**Run 1: the metal 1 layer**

Supply wires on this layer in gray.
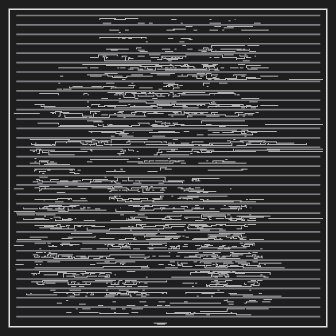
**Run 1: metal 2**

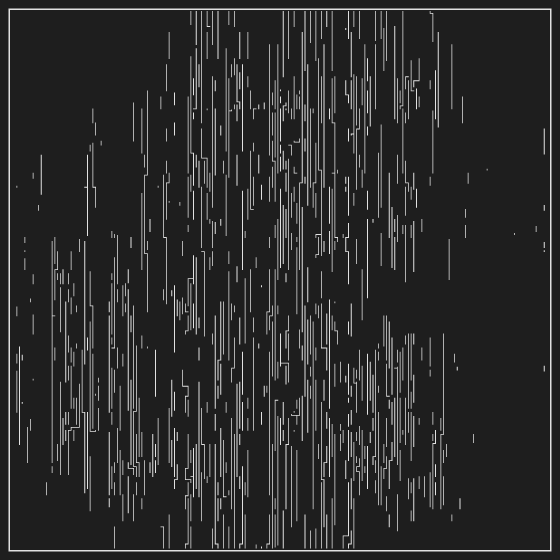
**Run 1: signal wires on met3**

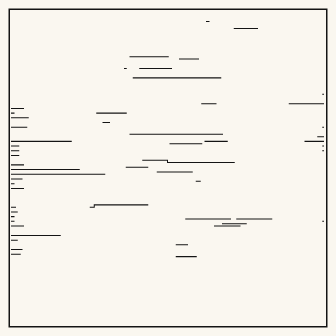
`src/rtl/call_return_if.sv`:
```
// call_return_if: request, stack and PC-load signals between control unit, call_return_unit and the byte stack.
interface call_return_if;
    logic        call_req;
    logic        ret_req;
    logic [15:0] ret_addr;
    logic [15:0] target;
    logic        stack_push_enable;
    logic [7:0]  stack_push_data;
    logic        stack_pop_enable;
    logic [7:0]  stack_pop_data;
    logic        pc_load;
    logic [15:0] pc_out;
    logic        busy;
    logic [7:0]  depth;
    logic        overflow;
    logic        underflow;

    modport slave (
        input  call_req, ret_req, ret_addr, target, stack_pop_data,
        output stack_push_enable, stack_push_data, stack_pop_enable,
               pc_load, pc_out, busy, depth, overflow, underflow
    );

    modport master (
        output call_req, ret_req, ret_addr, target, stack_pop_data,
        input  stack_push_enable, stack_push_data, stack_pop_enable,
               pc_load, pc_out, busy, depth, overflow, underflow
    );
endinterface

```
`src/rtl/call_return_unit.sv`:
```
// call_return_unit: turns CALL/RET requests into two-byte stack push/pop sequences and a PC-load pulse,
// refusing calls/returns that would overflow or underflow the mirrored stack depth.
module call_return_unit #(
    parameter int CAPACITY = 255
) (
    input logic          clk,
    input logic          rst,
    call_return_if.slave bus
);
    typedef enum logic [2:0] {IDLE, PUSH_LO, PUSH_HI, POP_HI, POP_LO, DONE, FAULT} state_t;

    localparam logic [7:0] MAX_CALL_DEPTH = 8'(CAPACITY - 2);

    state_t      state, next;
    logic [15:0] addr_q, target_q, pc_q;
    logic [7:0]  depth_q, hi_q;
    logic        fault_is_call;

    always_ff @(posedge clk) begin
        if (rst) begin
            state         <= IDLE;
            addr_q        <= '0;
            target_q      <= '0;
            pc_q          <= '0;
            depth_q       <= '0;
            hi_q          <= '0;
            fault_is_call <= 1'b0;
        end else begin
            state <= next;
            if (state == IDLE && bus.call_req) begin
                addr_q   <= bus.ret_addr;
                target_q <= bus.target;
            end
            // remembers which request got refused so FAULT can raise the right flag
            if (state == IDLE) fault_is_call <= bus.call_req;
            if (state == PUSH_LO || state == PUSH_HI) depth_q <= depth_q + 8'd1;
            if (state == POP_HI || state == POP_LO) depth_q <= depth_q - 8'd1;
            if (state == POP_HI) hi_q <= bus.stack_pop_data;
            if (state == PUSH_HI) pc_q <= target_q;
            if (state == POP_LO) pc_q <= {hi_q, bus.stack_pop_data};
        end
    end

    always_comb begin
        next = IDLE;
        case (state)
            IDLE:    next = bus.call_req ? (depth_q <= MAX_CALL_DEPTH ? PUSH_LO : FAULT) :
                            bus.ret_req  ? (depth_q >= 8'd2 ? POP_HI : FAULT) : IDLE;
            PUSH_LO: next = PUSH_HI;
            PUSH_HI: next = DONE;
            POP_HI:  next = POP_LO;
            POP_LO:  next = DONE;
            default: next = IDLE;
        endcase
    end

    assign bus.busy              = state != IDLE;
    assign bus.stack_push_enable = state == PUSH_LO || state == PUSH_HI;
    assign bus.stack_push_data   = state == PUSH_LO ? addr_q[7:0] : state == PUSH_HI ? addr_q[15:8] : 8'h00;
    assign bus.stack_pop_enable  = state == POP_HI || state == POP_LO;
    assign bus.pc_load           = state == DONE;
    assign bus.pc_out            = pc_q;
    assign bus.depth             = depth_q;
    assign bus.overflow          = state == FAULT && fault_is_call;
    assign bus.underflow         = state == FAULT && !fault_is_call;
endmodule

```
`src/flat_wrapper.sv`:
```
// flat-port wrapper written by rule: the top's interface ports become plain ports
module call_return_unit_flat 
#(
    parameter int CAPACITY = 255
)
  (clk, rst, bus_call_req, bus_ret_req, bus_ret_addr, bus_target, bus_stack_pop_data, bus_stack_push_enable, bus_stack_push_data, bus_stack_pop_enable, bus_pc_load, bus_pc_out, bus_busy, bus_depth, bus_overflow, bus_underflow);
  call_return_if bus_i ();
  input logic clk;
  input logic rst;
  input wire logic [$bits(bus_i.call_req)-1:0] bus_call_req;
  input wire logic [$bits(bus_i.ret_req)-1:0] bus_ret_req;
  input wire logic [$bits(bus_i.ret_addr)-1:0] bus_ret_addr;
  input wire logic [$bits(bus_i.target)-1:0] bus_target;
  input wire logic [$bits(bus_i.stack_pop_data)-1:0] bus_stack_pop_data;
  output wire logic [$bits(bus_i.stack_push_enable)-1:0] bus_stack_push_enable;
  output wire logic [$bits(bus_i.stack_push_data)-1:0] bus_stack_push_data;
  output wire logic [$bits(bus_i.stack_pop_enable)-1:0] bus_stack_pop_enable;
  output wire logic [$bits(bus_i.pc_load)-1:0] bus_pc_load;
  output wire logic [$bits(bus_i.pc_out)-1:0] bus_pc_out;
  output wire logic [$bits(bus_i.busy)-1:0] bus_busy;
  output wire logic [$bits(bus_i.depth)-1:0] bus_depth;
  output wire logic [$bits(bus_i.overflow)-1:0] bus_overflow;
  output wire logic [$bits(bus_i.underflow)-1:0] bus_underflow;
  assign bus_i.call_req = bus_call_req;
  assign bus_i.ret_req = bus_ret_req;
  assign bus_i.ret_addr = bus_ret_addr;
  assign bus_i.target = bus_target;
  assign bus_i.stack_pop_data = bus_stack_pop_data;
  assign bus_stack_push_enable = bus_i.stack_push_enable;
  assign bus_stack_push_data = bus_i.stack_push_data;
  assign bus_stack_pop_enable = bus_i.stack_pop_enable;
  assign bus_pc_load = bus_i.pc_load;
  assign bus_pc_out = bus_i.pc_out;
  assign bus_busy = bus_i.busy;
  assign bus_depth = bus_i.depth;
  assign bus_overflow = bus_i.overflow;
  assign bus_underflow = bus_i.underflow;
  call_return_unit #(.CAPACITY(CAPACITY)) u_core (.clk(clk), .rst(rst), .bus(bus_i));
endmodule
```
`config.mk`:
```
export PLATFORM = sky130hd
export DESIGN_NAME = call_return_unit_flat
export DESIGN_NICKNAME = d
export VERILOG_FILES = /design/src/rtl/call_return_if.sv /design/src/rtl/call_return_unit.sv /design/src/flat_wrapper.sv
export SDC_FILE = /design/constraint.sdc
export NUM_CORES = 1
export LEC_CHECK = 0
export CAP_MARGIN = 20
export CORE_MARGIN = 1.5
export CORE_UTILIZATION = 40
export CTS_BUF_LIST = sky130_fd_sc_hd__clkbuf_8
export DETAILED_ROUTE_END_ITERATION = 16
export PLACE_DENSITY = 0.79
export SYNTH_ARGS = -nofsm -noshare
export SYNTH_HDL_FRONTEND = slang
export SYNTH_SLANG_ARGS = --single-unit
```
`constraint.sdc`:
```
create_clock -name clk -period 3.23 [get_ports clk]
set_clock_uncertainty 0.2 [all_clocks]
set_input_delay 0.646 -clock clk [delete_from_list [all_inputs] [get_ports clk]]
set_output_delay 0.646 -clock clk [all_outputs]
set_load 0.02 [all_outputs]
```
==> impl_metrics.toml, run 1 <==
# generated from flow reports
[worst_setup_path]
crit-reg2reg-launch = "u_core.state[1]"
arrival_ns = 2.22
start_kind = "flip-flop"
cp_cell_sequence = "nor2b_1 -> buf_4 -> a22oi_1 -> nor2_1 -> clkdlybuf4s50_1"
criticalPathCategory = "reg2out"
r2r-end = "u_core.bus.depth[5]"
cp.depth = 5
r2r_setup_slack_ns = 0.53
cp.required_ns = 2.38

[cts]
cts_buffers = 9
clk_path_buf_depth = 2
clk_pin_slew_ns = 0.08

[logic_synthesis]
synthXorXnorAreaFrac_pct = 0.8413
yosysMostFrequentCell = "nand2_1"
numSynthFlops = 68
yosys-top-cells-area = "dfxtp_1, nand2_1, a21oi_1, nor2_1, a311oi_1"
ff_type = "dfxtp_1"
synth_cell_types = 44
synthTopLogicFamily = "simple AND/OR/NAND/NOR gates"
ys_sh_adder_pct = 3.045
synth-compound-area-share_pct = 19.83
edf_count = 0
syn_inst = 396
yosysWarningCount = 0
yosys-top-cells-count = "nand2_1, dfxtp_1, a21oi_1, nor2_1, a311oi_1"

[layout]
final_area_mm2 = 0.004168
fin_nets = 517
lay_top_count = "nand2_1"
syn_to_final_growth_pct = 33.45

[min_path]
hold_path.class = "reg2reg"

[placement]
dp_hpwl_um = 5422
gp_congestion = 0.9301
port_buffers = 81

[timing]
hold_viol = 0
fmaxAchievable_mhz = 325.9
rsz0062_at_grt = "false"
finalCritPeriodShare_pct = 95.01
min_period_ns = 3.069
finalSetupViolCount = 0
relSlewSlack_pct = 60.05

[die]
die-height_um = 91.36
core_area_mm2 = 0.007647

[grt]
grt_antenna_before_repair = 0
grt_max_degree = 45
overflow = 0
grt_pass1_wl_um = 12560

[drt]
ant_nets = 0
num_vias = 2937
routed_wl_um = 7639

[status]
status = "finished clean"

[power]
p_leak_uw = 0.001571
vdd_drop_max_mv = 0.3644
intPower_uw = 2045
p_seq_share_pct = 35.8
power.density_mw_per_mm2 = 816.4
p_sw_share_pct = 39.89
p_sw_uw = 1357
About 'the metal 1 layer':
- main direction: horizontal
- longest straight run: 23.5 um
- wire length on this layer: 3530 um
- nets with wire on the layer: 473
- share of all routed wire: 46%

About 'metal 2':
- main direction: vertical
- longest straight run: 37.4 um
- wire length on this layer: 3640 um
- share of all routed wire: 48%
- nets with wire on the layer: 409

About 'signal wires on met3':
- longest straight run: 26.9 um
- wire length on this layer: 364 um
- nets with wire on the layer: 46
- share of all routed wire: 4.8%
- main direction: horizontal

[run 1: routing by layer]
metal / GRT usage [%] / vias to the layer above / share of wire [%]
li1: - / 1508 / -
met2: 29.04 / 71 / 48
met1: 24.84 / 1349 / 46
met4: 8.333 / 0 / 1.5
met3: 4.020 / 9 / 4.8
met5: 0 / - / 0
[run 1: metrics by stage]
step | power (uW) | util, % | hold slack (ns) | std cells
detailed placement | 2732 | 51.96 | 0.2480 | 557
finish | 3403 | 54.50 | 0.2553 | 573
floorplan | 2205 | - | 0.2360 | 396
CTS | 3421 | 54.47 | 0.2574 | 573
global placement | 2697 | 51.96 | 0.2443 | 557
global route | 3635 | 54.50 | 0.2821 | 573
[run 1: final cells by class]
cell class	count	area [um2]
inverters	3	11.26
well taps	102	127.6
clock inverters	7	67.56
flip-flops and latches	68	1361
clock buffers	9	123.9
multi-input cells	294	1603
repair buffers	90	873.3
fillers	695	3480
[run 1: how the worst max path moves through the flow]
stage | from | endpoint | slack (ns)
after floorplan | u_core.state[1] | u_core.bus.depth[5] | 0.48
after global placement | u_core.state[1] | bus_stack_pop_enable | 0.52
after detailed placement | u_core.state[1] | u_core.bus.depth[6] | 0.46
after CTS | u_core.state[1] | bus_stack_pop_enable | 0.09
after global routing | u_core.state[1] | bus_stack_push_data[4] | 0.001
final | u_core.state[1] | bus_stack_push_data[6] | 0.16
[run 1: what timing repair did]
action	in CTS	in global routing
setup endpoints to repair	0	1
hold buffers	0	0
resized	0	1
[run 1: registers in the layout (all words and copies together) (netlist names)]
signal,count
u_core.addr_q,16
u_core.bus.pc_out,16
u_core.target_q,16
u_core.bus.depth,8
u_core.hi_q,8
u_core.state,3
u_core.fault_is_call,1
==> run 2: changes to the inputs <==
Settings changed: GPL_TIMING_DRIVEN from default to 0, PLACE_DENSITY 0.79 to 0.71, TNS_END_PERCENT from default to 30.
==> run 2 against run 1 <==
  * Sequential share of layout area decreased by 0.82 points
  * Core utilization increased by 1.4 points
  * Flip-flop count unchanged
  * Global-route usage increased by 2.3 points
  * Sequential power about the same
  * Clock-buffer cell count increased by 1
  * Cell count increased by 3.7%
  * Maximum frequency decreased by 0.66%
  * Via count increased by 6.6%
  * Design area increased by 2.6%
  * Critical path type unchanged
==> impl_metrics.toml, run 2 <==
# generated from flow reports
[drt]
routed_wl_um = 8502
drtIter0Drc = 175
viasPerCell = 5.269
num_vias = 3130
remaining_drc_errors = 0
ant_nets = 0
wl_per_cell_um = 14.31

[layout]
syn_to_final_growth_pct = 36.90
post-route-util_pct = 55.91
diodes = 0
final_area_mm2 = 0.004275
fin_cells = 594
lay_top_count = "nand2_1"
nFillCells = 745
fin_nets = 538

[timing]
min_period_ns = 3.089
hold_ws_ns = 0.2562
rsz0062_at_grt = "false"
slew_violations = 0
finalSetupViolCount = 0
relSlewSlack_pct = 60.14
worst_pin_slew_ns = 0.5979
hold_viol = 0
fmaxAchievable_mhz = 323.7
finalCritPeriodShare_pct = 95.64

[worst_setup_path]
start_kind = "flip-flop"
r2r_setup_slack_ns = 0.32
r2r-end = "u_core.bus.depth[5]"
rr_worst_depth = 10
setup.worst_path.start = "u_core.state[2]"
cp.required_ns = 2.38
arrival_ns = 2.24
criticalPathCategory = "reg2out"
cp_max_fo = 9
crit-reg2reg-launch = "u_core.state[1]"

[logic_synthesis]
numSynthFlops = 68
yosys_area_mm2 = 0.003123
yosysWarningCount = 0
top_cell_area_share_pct = 43.59
syn_inst = 396
yosys-top-cells-count = "nand2_1, dfxtp_1, a21oi_1, nor2_1, a311oi_1"
ys_seq_share_pct = 43.59
synth_cell_types = 44
avgSynthCellArea_um2 = 7.886
ff_type = "dfxtp_1"
async_flop_share_pct = 0
edf_count = 0
yosysMostFrequentCell = "nand2_1"
synth_nets = 447
yosys-top-cells-area = "dfxtp_1, nand2_1, a21oi_1, nor2_1, a311oi_1"

[min_path]
hold_path.class = "reg2reg"
worst_hold_path.num_cells = 2
min_to = "u_core.addr_q[5]"
hp-start = "u_core.addr_q[5]"

[die]
core_area_mm2 = 0.007647
rows = 32
die-height_um = 91.36
die_area_mm2 = 0.008347
pin_count = 82
die_w_um = 91.36

[cts]
cts_tree = "yes"
cts_buffers = 9
cts_htree_levels = 3
clk_path_buf_depth = 2
postCtsHoldBufs = 0
clk_pin_slew_ns = 0.08
post_cts_buffers = 0
post_cts_resize_count = 1
cts_root_buffer = "clkbuf_8"

[grt]
grt_pass1_wl_um = 13740
grt_antenna_before_repair = 0
overflow = 0
grt_max_degree = 12

[status]
status = "finished clean"

[placement]
place_area_mm2 = 0.004051
dp.cells = 578
gp_congestion = 0.8545
dp_hpwl_um = 6238
port_buffers = 80

[power]
power_uw = 3578
vdd_drop_max_mv = 0.4386
p_leak_uw = 0.001641
power.density_mw_per_mm2 = 836.9

[job]
warnings = 26
run 2: cell families after synthesis:
kind of cell / after synthesis / share of synthesized area (%)
and+or+nand+nor: 181 / 24.84
AOI/OAI and AO/OA: 95 / 19.83
DFF: 68 / 43.59
buffers and inverters: 34 / 5.289
muxes: 8 / 2.564
adders and majority gates: 7 / 3.045
xor gates and xnor gates: 3 / 0.8415
run 2: final cells by class:
class                      instances  area, um2  area share [%]
clock inverter                     6      80.08           1.873
multi-input combinational        294       1599           37.40
timing repair buffer              80      800.8           18.73
inverter                           3      11.26          0.2634
tap                              102      127.6           2.985
buffer                            31      157.7           3.687
clock buffer                      10      137.6           3.219
sequential                        68       1361           31.84
run 2: where the power goes:
group,internal (uW),switching (uW),total (uW)
clock network,449,335,784
logic,688,904,1590
registers,1040,159,1200
run 2: worst max-delay path by stage:
stage / slack (ns) / end / depth (start not counted)
6_report: 0.14 / bus_stack_pop_enable / 5
3_3_place_gp: 0.32 / u_core.bus.depth[5] / 10
5_1_grt: 0.001 / bus_stack_push_data[3] / 6
3_5_place_dp: 0.32 / u_core.bus.depth[5] / 10
2_1_floorplan: 0.48 / u_core.bus.depth[5] / 10
4_1_cts: 0.01 / bus_stack_pop_enable / 5
run 2: worst max-delay path, cell delays in order, from the launching register on:
cell and delay [ns]:
dfxtp_1 0.31, buf_2 0.19, or3b_1 0.36, buf_2 0.18, nand2_2 0.19, clkdlybuf4s50_1 0.65
run 2: per-layer routing:
metal | part of all wire, % | routed length (um) | vias up | global-route usage [%]
met1 | 45 | 3855 | 1465 | 27.17
met4 | 2.2 | 190 | 0 | 9.896
li1 | - | - | 1546 | -
met3 | 4.2 | 361 | 18 | 3.853
met5 | 0 | 0 | - | 0
met2 | 48 | 4095 | 101 | 33.58
**Run 2: signal wires on met3**

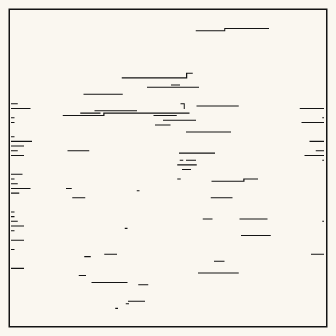
- main direction: horizontal
- nets with wire on the layer: 57
- wire length on this layer: 362 um

**Run 2: clock nets**

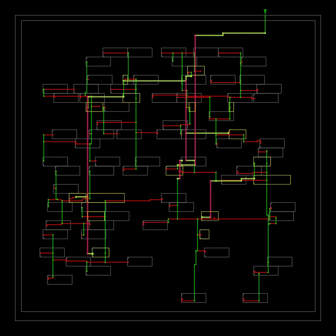
Worst-Skew Late Latency: 0.35 ns
final-layout clock buffer total: 10
# clock sinks: 68
Clk. pwr: 784 uW

**Run 2: the metal 1 layer**

Supply wires on this layer in gray.
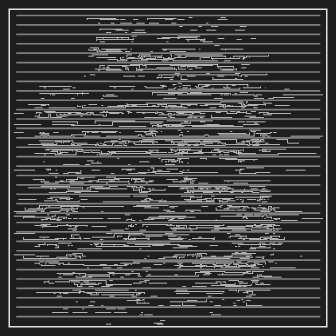
- main direction: horizontal
- longest straight run: 30.4 um
- nets with wire on the layer: 493
- share of all routed wire: 45%
- wire length on this layer: 3860 um

Power is estimated from default activity; no workload was simulated.
